`config.mk`:
```
export PLATFORM = sky130hd
export DESIGN_NAME = axi_addr_frontend
export DESIGN_NICKNAME = d
export VERILOG_FILES = /design/src/rtl/axi_fe_pkg.sv /design/src/rtl/axi_fe_burst_gen.sv /design/src/rtl/axi_addr_frontend.sv
export SDC_FILE = /design/constraint.sdc
export NUM_CORES = 1
export LEC_CHECK = 0
export CAP_MARGIN = 5
export CORE_ASPECT_RATIO = 2
export CORE_MARGIN = 5
export CORE_UTILIZATION = 36
export DETAILED_ROUTE_END_ITERATION = 6
export PLACE_DENSITY = 0.78
export REMOVE_ABC_BUFFERS = 1
export SYNTH_ARGS = -nofsm -noshare
export SYNTH_HDL_FRONTEND = slang
export SYNTH_SLANG_ARGS = --single-unit
```
`constraint.sdc`:
```
create_clock -name sys_clk -period 1.73 [get_ports sys_clk]
set_input_delay 0.346 -clock sys_clk [delete_from_list [all_inputs] [get_ports sys_clk]]
set_output_delay 0.346 -clock sys_clk [all_outputs]
set_load 0.05 [all_outputs]
```
`src/rtl/axi_fe_pkg.sv`:
```
// Shared types and constants for the AXI address front end.
package axi_fe_pkg;

  typedef enum logic [1:0] {
    FIXED = 2'd0,
    INCR  = 2'd1,
    WRAP  = 2'd2
  } burst_e;

  typedef enum logic [1:0] {
    IDLE     = 2'd0,
    WR_BURST = 2'd1,
    WR_RESP  = 2'd2,
    RD_BURST = 2'd3
  } state_e;

  localparam logic [1:0] RESP_OKAY   = 2'b00;
  localparam logic [1:0] RESP_SLVERR = 2'b10;
  localparam int         BEAT_BYTES  = 32;

  // A burst can be served natively only as FIXED/INCR at the full beat size.
  function automatic logic burst_legal(input logic [1:0] burst, input logic [3:0] size,
                                       input logic [3:0] shift);
    return ((burst == FIXED) || (burst == INCR)) && (size == shift);
  endfunction

endpackage

```
`src/rtl/axi_fe_burst_gen.sv`:
```
// Beat address and beat counter generator shared by the read and write bursts.
module axi_fe_burst_gen #(
  parameter int BEAT_BYTES = axi_fe_pkg::BEAT_BYTES
) (
  input  logic        i_clk,
  input  logic        i_rst,
  input  logic        i_load,
  input  logic [31:0] i_addr,
  input  logic [7:0]  i_len,
  input  logic        i_fixed,
  input  logic        i_step,
  output logic [31:0] o_addr,
  output logic        o_last
);

  logic [31:0] r_addr;
  logic [7:0]  r_len;
  logic [7:0]  r_count;
  logic        r_fixed;

  // The address add wraps naturally at 2^32.
  always_ff @(posedge i_clk) begin
    if (i_rst) begin
      r_addr  <= 32'd0;
      r_len   <= 8'd0;
      r_count <= 8'd0;
      r_fixed <= 1'b0;
    end else if (i_load) begin
      r_addr  <= i_addr;
      r_len   <= i_len;
      r_count <= 8'd0;
      r_fixed <= i_fixed;
    end else if (i_step) begin
      r_addr  <= r_fixed ? r_addr : (r_addr + 32'(BEAT_BYTES));
      r_count <= r_count + 8'd1;
    end
  end

  assign o_addr = r_addr;
  assign o_last = (r_count == r_len);

endmodule

```
`src/rtl/axi_addr_frontend.sv`:
```
// AXI AW/AR to per-beat native command front end, one burst in flight.
// Optional AXI_FE_RESP_ERR_EN: reject unsupported bursts (SLVERR on writes, drop reads).
module axi_addr_frontend #(
  parameter int ADDR_SHIFT = 5,
  parameter int BEAT_BYTES = axi_fe_pkg::BEAT_BYTES
) (
  input  logic        sys_clk,
  input  logic        sys_rst,
  input  logic        axi_aw_valid,
  output logic        axi_aw_ready,
  input  logic [31:0] axi_aw_payload_addr,
  input  logic [1:0]  axi_aw_payload_burst,
  input  logic [7:0]  axi_aw_payload_len,
  input  logic [3:0]  axi_aw_payload_size,
  input  logic        axi_aw_payload_id,
  input  logic [1:0]  axi_aw_payload_lock,
  input  logic [2:0]  axi_aw_payload_prot,
  input  logic [3:0]  axi_aw_payload_cache,
  input  logic [3:0]  axi_aw_payload_qos,
  input  logic        axi_aw_first,
  input  logic        axi_aw_last,
  input  logic        axi_ar_valid,
  output logic        axi_ar_ready,
  input  logic [31:0] axi_ar_payload_addr,
  input  logic [1:0]  axi_ar_payload_burst,
  input  logic [7:0]  axi_ar_payload_len,
  input  logic [3:0]  axi_ar_payload_size,
  input  logic        axi_ar_payload_id,
  input  logic [1:0]  axi_ar_payload_lock,
  input  logic [2:0]  axi_ar_payload_prot,
  input  logic [3:0]  axi_ar_payload_cache,
  input  logic [3:0]  axi_ar_payload_qos,
  input  logic        axi_ar_first,
  input  logic        axi_ar_last,
  output logic        axi_b_valid,
  input  logic        axi_b_ready,
  output logic [1:0]  axi_b_payload_resp,
  output logic        axi_b_payload_id,
  output logic        axi_b_first,
  output logic        axi_b_last,
  output logic        native_cmd_valid,
  input  logic        native_cmd_ready,
  output logic        native_cmd_payload_we,
  output logic [31:0] native_cmd_payload_addr
);
  import axi_fe_pkg::*;

  state_e      r_state;
  logic        r_last_wr;
  logic [1:0]  r_resp;
  logic        r_id;
  logic        w_idle;
  logic        w_grant_wr;
  logic        w_aw_hs;
  logic        w_ar_hs;
  logic        w_cmd_hs;
  logic        w_last;
  logic [31:0] w_beat_addr;
  logic        w_unused;

  assign w_unused = ^{axi_aw_payload_lock, axi_aw_payload_prot, axi_aw_payload_cache,
                      axi_aw_payload_qos, axi_aw_first, axi_aw_last, axi_aw_payload_size,
                      axi_ar_payload_lock, axi_ar_payload_prot, axi_ar_payload_cache,
                      axi_ar_payload_qos, axi_ar_first, axi_ar_last, axi_ar_payload_size,
                      axi_ar_payload_id};

  // Write wins a tie unless it was the last channel granted.
  assign w_idle       = (r_state == IDLE) && !sys_rst;
  assign w_grant_wr   = axi_aw_valid && (!axi_ar_valid || !r_last_wr);
  assign axi_aw_ready = w_idle && w_grant_wr;
  assign axi_ar_ready = w_idle && axi_ar_valid && !w_grant_wr;
  assign w_aw_hs      = axi_aw_valid && axi_aw_ready;
  assign w_ar_hs      = axi_ar_valid && axi_ar_ready;
  assign w_cmd_hs     = native_cmd_valid && native_cmd_ready;

`ifdef AXI_FE_RESP_ERR_EN
  logic w_aw_legal;
  logic w_ar_legal;
  assign w_aw_legal = burst_legal(axi_aw_payload_burst, axi_aw_payload_size, 4'(ADDR_SHIFT));
  assign w_ar_legal = burst_legal(axi_ar_payload_burst, axi_ar_payload_size, 4'(ADDR_SHIFT));
`endif

  axi_fe_burst_gen #(.BEAT_BYTES(BEAT_BYTES)) u_burst_gen (
    .i_clk   (sys_clk),
    .i_rst   (sys_rst),
    .i_load  (w_aw_hs || w_ar_hs),
    .i_addr  (w_aw_hs ? axi_aw_payload_addr : axi_ar_payload_addr),
    .i_len   (w_aw_hs ? axi_aw_payload_len : axi_ar_payload_len),
    .i_fixed (w_aw_hs ? (burst_e'(axi_aw_payload_burst) == FIXED)
                      : (burst_e'(axi_ar_payload_burst) == FIXED)),
    .i_step  (w_cmd_hs),
    .o_addr  (w_beat_addr),
    .o_last  (w_last)
  );

  always_ff @(posedge sys_clk) begin
    if (sys_rst) begin
      r_state   <= IDLE;
      r_last_wr <= 1'b0;
      r_resp    <= RESP_OKAY;
      r_id      <= 1'b0;
    end else begin
      case (r_state)
        IDLE: begin
          if (w_aw_hs) begin
            r_last_wr <= 1'b1;
            r_id      <= axi_aw_payload_id;
`ifdef AXI_FE_RESP_ERR_EN
            r_state   <= w_aw_legal ? WR_BURST : WR_RESP;
            r_resp    <= w_aw_legal ? RESP_OKAY : RESP_SLVERR;
`else
            r_state   <= WR_BURST;
            r_resp    <= RESP_OKAY;
`endif
          end else if (w_ar_hs) begin
            r_last_wr <= 1'b0;
`ifdef AXI_FE_RESP_ERR_EN
            r_state   <= w_ar_legal ? RD_BURST : IDLE;
`else
            r_state   <= RD_BURST;
`endif
          end
        end
        WR_BURST: if (w_cmd_hs && w_last) r_state <= WR_RESP;
        WR_RESP:  if (axi_b_ready) r_state <= IDLE;
        RD_BURST: if (w_cmd_hs && w_last) r_state <= IDLE;
        default:  r_state <= IDLE;
      endcase
    end
  end

  assign axi_b_valid             = (r_state == WR_RESP);
  assign axi_b_first             = axi_b_valid;
  assign axi_b_last              = axi_b_valid;
  assign axi_b_payload_resp      = r_resp;
  assign axi_b_payload_id        = r_id;
  assign native_cmd_valid        = (r_state == WR_BURST) || (r_state == RD_BURST);
  assign native_cmd_payload_we   = (r_state == WR_BURST);
  assign native_cmd_payload_addr = w_beat_addr >> ADDR_SHIFT;

endmodule

```
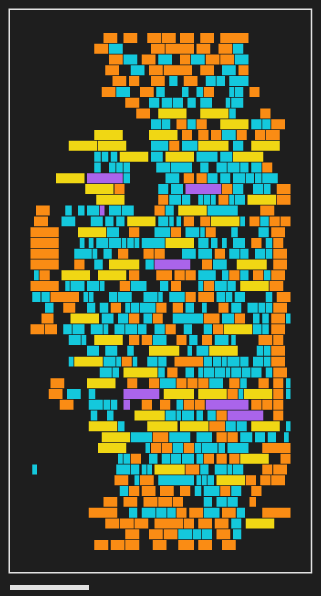
Fig. 1. Placement by cell class (run 1).
Scale bar: 20 um.
remaining buffers and delay cells: marked orange, cells 203. registers: marked yellow, cells 48. clock drivers and dummy loads: marked purple, cells 8. remaining logic cells: marked cyan, cells 291.
Finished Cell Area: 5240 um2
Core Util, Final: 61.0%
core area: 8590 um2

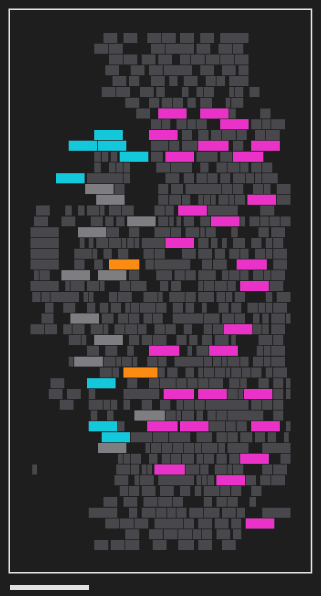
Fig. 2. Sequential cells grouped by signal name (run 1).
Scale bar: 20 um.
r_state: marked orange, flops 2. u_burst_gen.o_addr: marked magenta, flops 27. u_burst_gen.r_len: marked cyan, flops 8.
Another 11 sequential cells are not coloured.

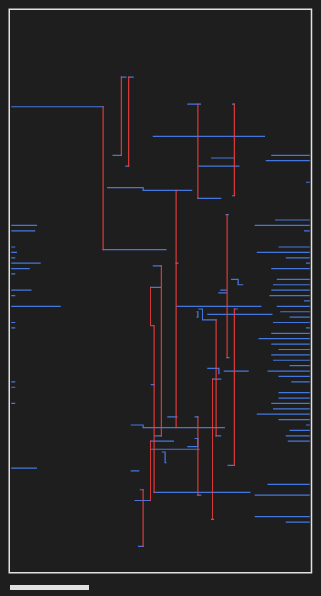
Fig. 3. Signal wires by layer (run 1).
Scale bar: 20 um. Only two layers are drawn.
M4: marked red, wire length 469 um. M3: marked blue, wire length 682 um.

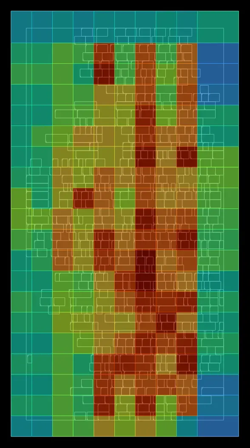
Fig. 4. Routing congestion map (run 1).
WL/cell: 17.7 um
all-layer global routing usage: 20.9%
GR Layer Usage met1: 19.1%
met3 Usage GRT: 3.26%
GR Util met2: 40.8%

==> flow_summary_export.csv, run 1 <==
group,metric,value,unit
status,status,"complete, but fails checks",
status,violations,"negative setup slack",
worst_setup_path,r2r_slack,-10,ps
timing,finClkSkew,6.42,ps
place,place_ws,-515,ps
yosys,top_cell_area_share,30.8,%
place,hpwl,9040,um
final_layout,nNetsFinal,681,
pwr,p_per_area,748,nW/um2
yosys,async_flop_share,0,%
die,die_w,75.8,um
final_layout,clock_tree_area_fraction,3.13,%
final_layout,inverters,6,
place,io_buffers,115,
final_layout,comb_area,2030,um2
final_layout,seqAreaFraction,18.6,%
clock_tree,cts_resized,21,
global_route,grt_max_degree,29,
die,num_rows,48,
yosys,synth_cell_types,58,
yosys,yosys.stat.seqShare,30.8,%
die,fp-utilization,36.3,%
clock_tree,clkSinkCount,48,
final_layout,n_all_buffers,203,
yosys,yosys-top-cells-count,"dfxtp_1, nand3_1, a211oi_1, nand2_1, nor2_1",
yosys,ys_cells,369,
timing,drv_slew,0,
hold_path,hold_path_depth,3,
final_layout,ff_count,48,
clock_tree,cts_buffer_depth,2,
timing,layout_setup_ws,-14.3,ps
worst_setup_path,worstPathMaxFanout,3,
routing,drc,0,
flow_run,drv_cap,0,
final_layout,comb_share,38.8,%
clock_tree,clkLatencyLatePin,290,ps
timing,finalHoldViolCount,0,
global_route,grt_pass1_wl,17200,um
die,die-area,10700,um2
die,tap_cells,100,
hold_path,hp-class,"input port to register",
global_route,grt_pass1_vias,3803,
timing,fin_crit,1740,ps
place,dp.cells,633,
timing,fin_setup_tns,-14.3,ps
worst_setup_path,crit_path_start,"u_burst_gen.o_addr[6]",
timing,rsz0062_at_grt,"yes",
worst_setup_path,cp_data_required_time,1930,ps
clock_tree,cts.root.buffer_cell,"clkbuf_16",
final_layout,antenna_cells,0,
yosys,edf_count,0,
worst_setup_path,r2r_end,"u_burst_gen.o_addr[28]",
pwr,vdd_drop_max,0.000497,V
routing,ant_nets,0,
final_layout,area_dominant_class,"logic gates",
final_layout,drive_above_1_share,32.5,%
final_layout,seq_area,976,um2
yosys,largest_area_cell,"dfxtp_1",
clock_tree,cts_made_buffers,5,
yosys,ys_seq_elements,48,
final_layout,final_cell_count_no_fill,650,
die,ioPinCount,172,
yosys,synth.yosys.warnings,0,
global_route,grt-ovfl-total,0,
worst_setup_path,endpoint,"u_burst_gen.o_addr[28]",
timing,setup_viol,1,
yosys,top_cell,"dfxtp_1",
worst_setup_path,arrival,1950,ps
## run 1: cells by family after synthesis
family	count (synthesis)	synth area share, %
buffers and inverters	42	7.94
other	1	0.120
and+or+nand+nor	146	27.6
DFF	48	30.8
muxes	17	5.53
xor gates and xnor gates	19	5.33
AOI/OAI and AO/OA	94	21.9
adders and majority gates	2	0.801
## run 1: state kept, by name, summed over array words and instances, names as in the netlist
signal               cells
u_burst_gen.r_fixed      1
u_burst_gen.r_len        8
u_burst_gen.r_count      8
r_last_wr                1
r_state                  2
u_burst_gen.o_addr      27
axi_b_payload_id         1
## run 1: per-layer routing
layer / vias up / share of wire (%) / wire, um
met2: 132 / 58 / 6690
li1: 1764 / - / -
met4: 0 / 4.1 / 469
met3: 32 / 5.9 / 682
met1: 1715 / 32 / 3690
met5: - / 0 / 0
## run 1: worst min path at each step
| stage | to | from |
|---|---|---|
| detailed placement | axi_b_payload_id | axi_b_payload_id |
| floorplan | u_burst_gen.o_addr[16] | sys_rst |
| finish | r_state[0] | sys_rst |
| global route | r_state[0] | sys_rst |
| global placement | axi_b_payload_id | axi_b_payload_id |
| CTS | axi_b_payload_id | axi_b_payload_id |
## run 1: layout by cell type, fill, tap and decap left out, drive strengths merged, types with 10 or more instances in the layout
cell,n
a31oi,10
nand3,27
and3,17
nand2,20
clkdlybuf4s50,76
xnor2,10
mux2i,15
dfxtp,48
a211oi,20
o21ai,19
buf,123
nand4,15
nor2,21
## run 1: critical path, stage by stage, from the launching register on
cell	delay, ps
dfxtp_2	360
buf_6	110
and4_4	220
buf_6	90
nand4_1	90
buf_4	150
or4_1	400
a311oi_1	220
## run 1: where the power goes
group	leakage, nW	switching, mW	internal [mW]
registers	0.399	0.0969	1.21
logic	1.67	0.799	0.708
clock network	0.0808	0.420	0.680
total	2.14	1.32	2.60
==> run 1 -> run 2 <==
--- a/config.mk
+++ b/config.mk
@@ -5,11 +5,13 @@
 export SDC_FILE = /design/constraint.sdc
 export NUM_CORES = 1
 export LEC_CHECK = 0
+export ABC_CLOCK_PERIOD_IN_PS = 1730
 export CAP_MARGIN = 5
 export CORE_ASPECT_RATIO = 2
 export CORE_MARGIN = 5
 export CORE_UTILIZATION = 36
 export DETAILED_ROUTE_END_ITERATION = 6
+export GPL_TIMING_DRIVEN = 1
 export PLACE_DENSITY = 0.78
 export REMOVE_ABC_BUFFERS = 1
 export SYNTH_ARGS = -nofsm -noshare
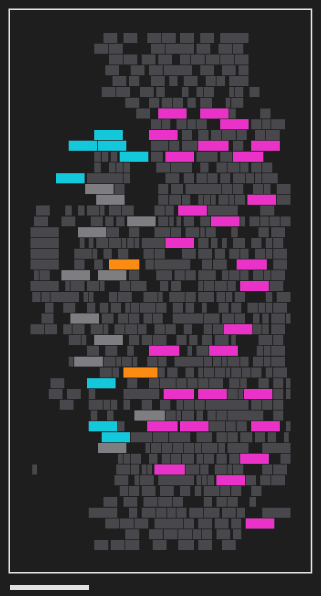
Fig. 5. Sequential cells grouped by signal name (run 2).
Scale bar: 20 um.
r_state: marked orange, flops 2. u_burst_gen.o_addr: marked magenta, flops 27. u_burst_gen.r_len: marked cyan, flops 8.
Another 11 sequential cells are not coloured.

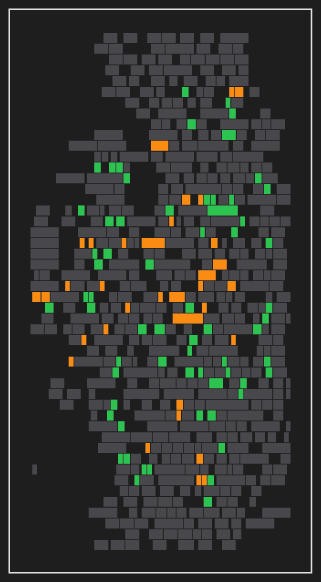
Fig. 6. Gate families picked out (run 2).
nand cells: marked green, cells 65. nor cells: marked orange, cells 34.
non-filler cells, final: 650
Comb area share: 38.8%
most frequent logic cell in the layout: buf_4

==> flow_summary_export.csv, run 2 <==
group,metric,value,unit
die,die-area,10700,um2
final_layout,nNetsFinal,681,
flow_run,warnings,75,
pwr,pwr-share-seq,33.5,%
yosys,yosys.stat.seqShare,30.8,%
pwr,power-top-group,"combinational logic",
pwr,p_seq,1.31,mW
hold_path,hp-class,"input port to register",
final_layout,final_util,61.0,%
yosys,syn_area_per_cell,8.46,um2
pwr,vdd_drop_max,0.000497,V
die,ioPinCount,172,
worst_setup_path,critical_path_class,"register to register",
yosys,ys_cells,369,
flow_run,drv_cap,0,
worst_setup_path,worstPathMaxFanout,3,
clock_tree,cts_made_buffers,5,
yosys,ys_top_cells_by_area,"dfxtp_1, a211oi_1, mux2i_1, nand3_1, o21ai_0",
worst_setup_path,endpoint_kind,"register",
place,dp.cells,633,
routing,drt_wl_total,11500,um
yosys,top_cell,"dfxtp_1",
final_layout,layout.cells.most_common_list,"buf_4, clkdlybuf4s50_1, dfxtp_1",
final_layout,drive_above_1_share,32.5,%
global_route,grt_max_degree,29,
pwr,clock_power_share,28.1,%
pwr,p_per_area,748,nW/um2
timing,fin_setup_tns,-14.3,ps
final_layout,fillerInstances,735,
clock_tree,cts_buffer_depth,2,
place,place_ws,-515,ps
worst_setup_path,max_stage_delay,400,ps
global_route,antenna_found_initial,0,
worst_setup_path,crit_chain,"buf_6 > and4_4 > buf_6 > nand4_1 > buf_4 > or4_1 > a311oi_1",
worst_setup_path,slowest_stage,"or4_1",
worst_setup_path,arrival,1950,ps
pwr,total_power,3.92,mW
clock_tree,htree_num_levels,2,
status,status,"complete, but fails checks",
worst_setup_path,cp_data_required_time,1930,ps
global_route,grt_pass1_vias,3803,
timing,finalHoldViolCount,0,
yosys,edf_count,0,
routing,drc,0,
die,num_rows,48,
place,gp_congestion,0.880,
die,fp-utilization,36.3,%
yosys,mappedNetlistArea,3120,um2
status,violations,"negative setup slack",
final_layout,largest_register_ff_count,27,
yosys,largest_area_cell,"dfxtp_1",
final_layout,antenna_cells,0,
pwr,intPower,2.60,mW
die,coreArea,8590,um2
yosys,yosys-top-cells-count,"dfxtp_1, nand3_1, a211oi_1, nand2_1, nor2_1",
die,die_w,75.8,um
clock_tree,cts.reportedPaths.clkPinSlew,60,ps
pwr,p_sw_share,33.6,%
place,io_buffers,115,
place,hpwl,9040,um
yosys,synth_cell_types,58,
timing,drv_slew,0,
yosys,yosys_most_used_dff,"dfxtp_1",
worst_setup_path,cpMostUsedCell,"buf_6",
yosys,ys_seq_elements,48,
worst_setup_path,cp_top_family,"simple AND/OR/NAND/NOR gates",
worst_setup_path,cp-start-kind,"register",
clock_tree,cts_tree,"yes",
pwr,p_sw,1.32,mW
pwr,clk-power,1.10,mW
clock_tree,clkLatencyLatePin,290,ps
timing,fin_crit,1740,ps
yosys,top_cell_area_share,30.8,%
global_route,grt-ovfl-total,0,
timing,finClkSkew,6.42,ps
yosys,synth.yosys.warnings,0,
timing,holdWs,464,ps
routing,wl_per_cell,17.7,um
pwr,powerComb,1.51,mW
timing,rsz0062_at_grt,"yes",
timing,layout_setup_ws,-14.3,ps
routing,ant_nets,0,
final_layout,fin_area,5240,um2
worst_setup_path,cp_num_buf_inv,3,
clock_tree,clkSinkCount,48,
pwr,cellLeakagePower,2.14,nW
yosys,async_flop_share,0,%
timing,setup_viol,1,
pwr,comb_power_share,38.5,%
clock_tree,cts.root.buffer_cell,"clkbuf_16",
routing,num_vias,3643,
global_route,grt_pass1_wl,17200,um
global_route,grt_use_total,20.9,%
[run 2: cell counts in the layout (fill, tap and decap cells not counted)]
No cell type changed its count.
[run 2: final timing paths]
kind	start	to	slack, ps	depth (start not counted)
min reg2reg	axi_b_payload_id	axi_b_payload_id	470	2
max	u_burst_gen.o_addr[6]	u_burst_gen.o_addr[28]	-10	7
max reg2reg	u_burst_gen.o_addr[6]	u_burst_gen.o_addr[28]	-10	7
min	sys_rst	r_state[0]	460	3
[run 2: cell type report]
| class | count | area [um2] | area share, % |
|---|---|---|---|
| clock inverter | 2 | 35.0 | 0.669 |
| inverter | 6 | 25.0 | 0.478 |
| timing repair buffer | 203 | 1910 | 36.5 |
| clock buffer | 6 | 129 | 2.46 |
| tap | 100 | 125 | 2.39 |
| multi-input combinational | 285 | 2030 | 38.8 |
| sequential | 48 | 976 | 18.6 |
[run 2: kinds of logic (layout without fill, tap and decap cells)]
group | count (synthesis) | count (layout) | share of synthesized area, %
mux | 17 | 17 | 5.53
other cells | 1 | 7 | 0.120
buf+inv | 42 | 217 | 7.94
xor+xnor | 19 | 19 | 5.33
simple gates | 146 | 146 | 27.6
fa+ha+maj | 2 | 2 | 0.801
flops | 48 | 48 | 30.8
compound gates | 94 | 94 | 21.9
[run 2: layer usage]
layer	track usage, %	share of wire, %	wire (um)	vias to the layer above
met2	40.8	58	6690	132
li1	-	-	-	1764
met4	10.4	4.1	469	0
met5	0	0	0	-
met3	3.26	5.9	682	32
met1	19.1	32	3690	1715
[run 2: repair_timing]
| item | CTS | global route |
|---|---|---|
| resized | 21 | 29 |
| buffers inserted | 6 | 4 |
| hold buffers | 0 | 0 |
| endpoints found under the setup margin | 30 | 16 |
| pin swaps | 7 | 10 |
==> run 2 -> run 3 <==
--- a/config.mk
+++ b/config.mk
@@ -12,8 +12,8 @@
 export CORE_UTILIZATION = 36
 export DETAILED_ROUTE_END_ITERATION = 6
 export GPL_TIMING_DRIVEN = 1
+export HOLD_SLACK_MARGIN = 0.06
 export PLACE_DENSITY = 0.78
-export REMOVE_ABC_BUFFERS = 1
 export SYNTH_ARGS = -nofsm -noshare
 export SYNTH_HDL_FRONTEND = slang
 export SYNTH_SLANG_ARGS = --single-unit
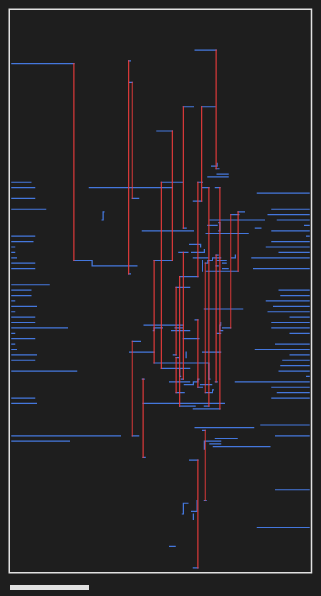
Fig. 7. Signal wires by layer (run 3).
Scale bar: 20 um. Only two layers are drawn.
M3: marked blue, wire length 899 um. M4: marked red, wire length 761 um.
aggregate routed wire length: 11800 um
all-layer global routing usage: 21.3%

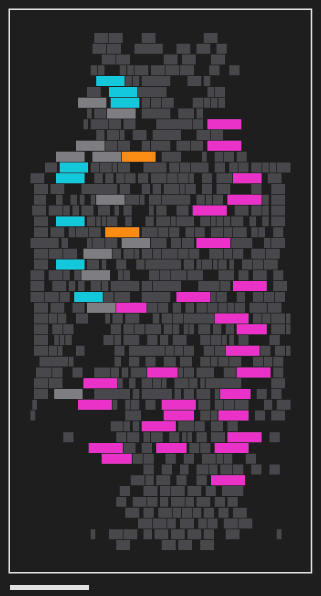
Fig. 8. Sequential cells grouped by signal name (run 3).
Scale bar: 20 um.
r_state: marked orange, flops 2. u_burst_gen.r_len: marked cyan, flops 8. u_burst_gen.o_addr: marked magenta, flops 27.
Another 11 sequential cells are not coloured.

==> flow_summary_export.csv, run 3 <==
group,metric,value,unit
status,status,"completed",
timing,max_freq,582,MHz
clock_tree,cts_tree,"yes",
timing,finalHoldViolCount,0,
clock_tree,clkLatencyLatePin,290,ps
routing,ant_nets,0,
yosys,ys_cells,369,
yosys,yosys_most_used_dff,"dfxtp_1",
timing,fin_setup_tns,0,ps
yosys,edf_count,0,
final_layout,fin_area,5150,um2
final_layout,antenna_cells,0,
worst_setup_path,critical_path_class,"register to output port",
worst_setup_path,endpoint,"axi_aw_ready",
worst_setup_path,ff2ff_path_depth,6,
final_layout,largest_register_ff_count,27,
worst_setup_path,r2r_slack,10,ps
pwr,pwr-share-seq,35.5,%
yosys,async_flop_share,0,%
yosys,yosys.stat.seqShare,30.8,%
final_layout,final_cell_count_no_fill,634,
timing,layout_setup_ws,11.2,ps
worst_setup_path,r2r_end,"u_burst_gen.o_addr[21]",
pwr,p_per_area,731,nW/um2
clock_tree,clkSinkCount,48,
worst_setup_path,cp-start-kind,"register",
timing,finClkSkew,3.82,ps
worst_setup_path,crit_chain,"nor3_4 > nand2_2 > buf_6 > inv_4 > buf_12",
yosys,mappedNetlistArea,3120,um2
worst_setup_path,worstPathMaxFanout,6,
pwr,intPower,2.45,mW
final_layout,drive_above_1_share,35.0,%
die,ioPinCount,172,
pwr,p_seq,1.34,mW
clock_tree,cts.root.buffer_cell,"clkbuf_16",
die,coreArea,8590,um2
global_route,grt-ovfl-total,0,
clock_tree,htree_num_levels,2,
worst_setup_path,cp_data_required_time,1380,ps
final_layout,final_util,60.0,%
hold_path,hp-class,"register to register",
worst_setup_path,arrival,1370,ps
routing,wl_per_cell,18.6,um
worst_setup_path,crit_path_start,"r_state[1]",
clock_tree,cts_made_buffers,5,
routing,drtIter0Drc,254,
routing,viasPerCell,5.87,
worst_setup_path,slowest_stage,"dfxtp_4",
pwr,clock_power_share,26.3,%
final_layout,syn_to_final_growth,65.1,%
yosys,ys_seq_elements,48,
pwr,powerComb,1.44,mW
flow_run,drv_cap,0,
die,fp-utilization,36.3,%
routing,drtPass1Iterations,5,
timing,holdWs,479,ps
final_layout,layout.cells.most_common_list,"buf_4, clkdlybuf4s50_1, nand3_1",
worst_setup_path,reg2reg_from,"u_burst_gen.o_addr[6]",
flow_run,warnings,77,
final_layout,seq_area,1050,um2
yosys,largest_area_cell,"dfxtp_1",
final_layout,lay_top_count,"buf_4",
yosys,ys_area,3120,um2
yosys,top_cell_area_share,30.8,%
yosys,yosys-top-cells-count,"dfxtp_1, nand3_1, a211oi_1, nand2_1, nor2_1",
final_layout,fillerInstances,745,
worst_setup_path,endpoint_kind,"output port",
yosys,ys_top_cells_by_area,"dfxtp_1, a211oi_1, mux2i_1, nand3_1, o21ai_0",
global_route,grt_pass1_wl,17700,um
routing,num_vias,3721,
global_route,grt_pass1_vias,3789,
timing,finalClockPeriodUsage,99.4,%
die,die_h,142,um
yosys,syn_area_per_cell,8.46,um2
place,io_buffers,115,
clock_tree,cts_hold_buffers,0,
pwr,total_power,3.77,mW
global_route,grt_max_degree,32,
global_route,antenna_found_initial,0,
yosys,syn_inst,369,
timing,rsz0062_at_grt,"yes",
pwr,p_sw,1.32,mW
pwr,cellLeakagePower,2.07,nW
place,post_dp_cell_area,4790,um2
place,gp_congestion,0.862,
die,die-area,10700,um2
timing,setup_viol,0,
clock_tree,cts.reportedPaths.clkPinSlew,60,ps
clock_tree,cts_buffer_depth,2,
final_layout,comb_area,2060,um2
yosys,synth_cell_types,58,
timing,fin_crit,1720,ps
routing,drc,0,
place,place_ws,-545,ps
timing,drv_slew,0,
pwr,power-top-group,"combinational logic",
place,dp.cells,612,
pwr,comb_power_share,38.2,%
place,hpwl,8900,um
worst_setup_path,max_stage_delay,360,ps
hold_path,hold_path_depth,2,
die,die_w,75.8,um
yosys,top_cell,"dfxtp_1",
pwr,vdd_drop_max,0.000559,V
pwr,clk-power,0.990,mW
pwr,p_sw_share,35.1,%
final_layout,nNetsFinal,665,
die,num_rows,48,
yosys,synth.yosys.warnings,0,
==> run 3: worst max-delay path, delay by kind of cell (launching register included) <==
family | cells | cell delay, ps
flops | 1 | 360
buf+inv | 3 | 340
simple gates | 2 | 370
==> run 3: cell type report <==
type / count / area share (%)
clock buffers: 6 / 2.69
clock inverters: 2 / 0.194
inverters: 6 / 0.485
multi-input cells: 285 / 39.9
flip-flops and latches: 48 / 20.3
well taps: 100 / 2.43
repair buffers: 187 / 34.0
==> run 3: how the worst min path moves through the flow <==
stage	start	to	slack (ps)
5_1_grt	axi_b_payload_id	axi_b_payload_id	510
6_report	axi_b_payload_id	axi_b_payload_id	480
3_5_place_dp	axi_b_payload_id	axi_b_payload_id	470
2_1_floorplan	axi_aw_payload_id	axi_b_payload_id	440
3_3_place_gp	axi_b_payload_id	axi_b_payload_id	450
4_1_cts	axi_b_payload_id	axi_b_payload_id	490
==> run 3: metal layers <==
metal  up-vias  track usage, %  share of wire [%]
li1       1741               -                  -
met1      1723            19.7                 31
met2       201            38.8                 55
met3        56            4.40                7.6
met4         0            14.4                6.4
met5         -               0                  0
==> run 3: cells by family (layout without fill, tap and decap cells) <==
| logic type | count (synthesis) | in the layout | share of synthesized area [%] |
|---|---|---|---|
| other cells | 1 | 7 | 0.120 |
| simple gates | 146 | 146 | 27.6 |
| flops | 48 | 48 | 30.8 |
| mux | 17 | 17 | 5.53 |
| buf+inv | 42 | 201 | 7.94 |
| compound gates | 94 | 94 | 21.9 |
| xor+xnor | 19 | 19 | 5.33 |
| fa+ha+maj | 2 | 2 | 0.801 |
==> run 3: what timing repair did <==
item | CTS | global route
setup buffers | 5 | 9
pin swaps | 4 | 13
endpoints found under the hold margin | 0 | 0
setup endpoints to repair | 34 | 16
gates resized | 18 | 23
No activity file was given, so power comes from the tool's default toggle rates.
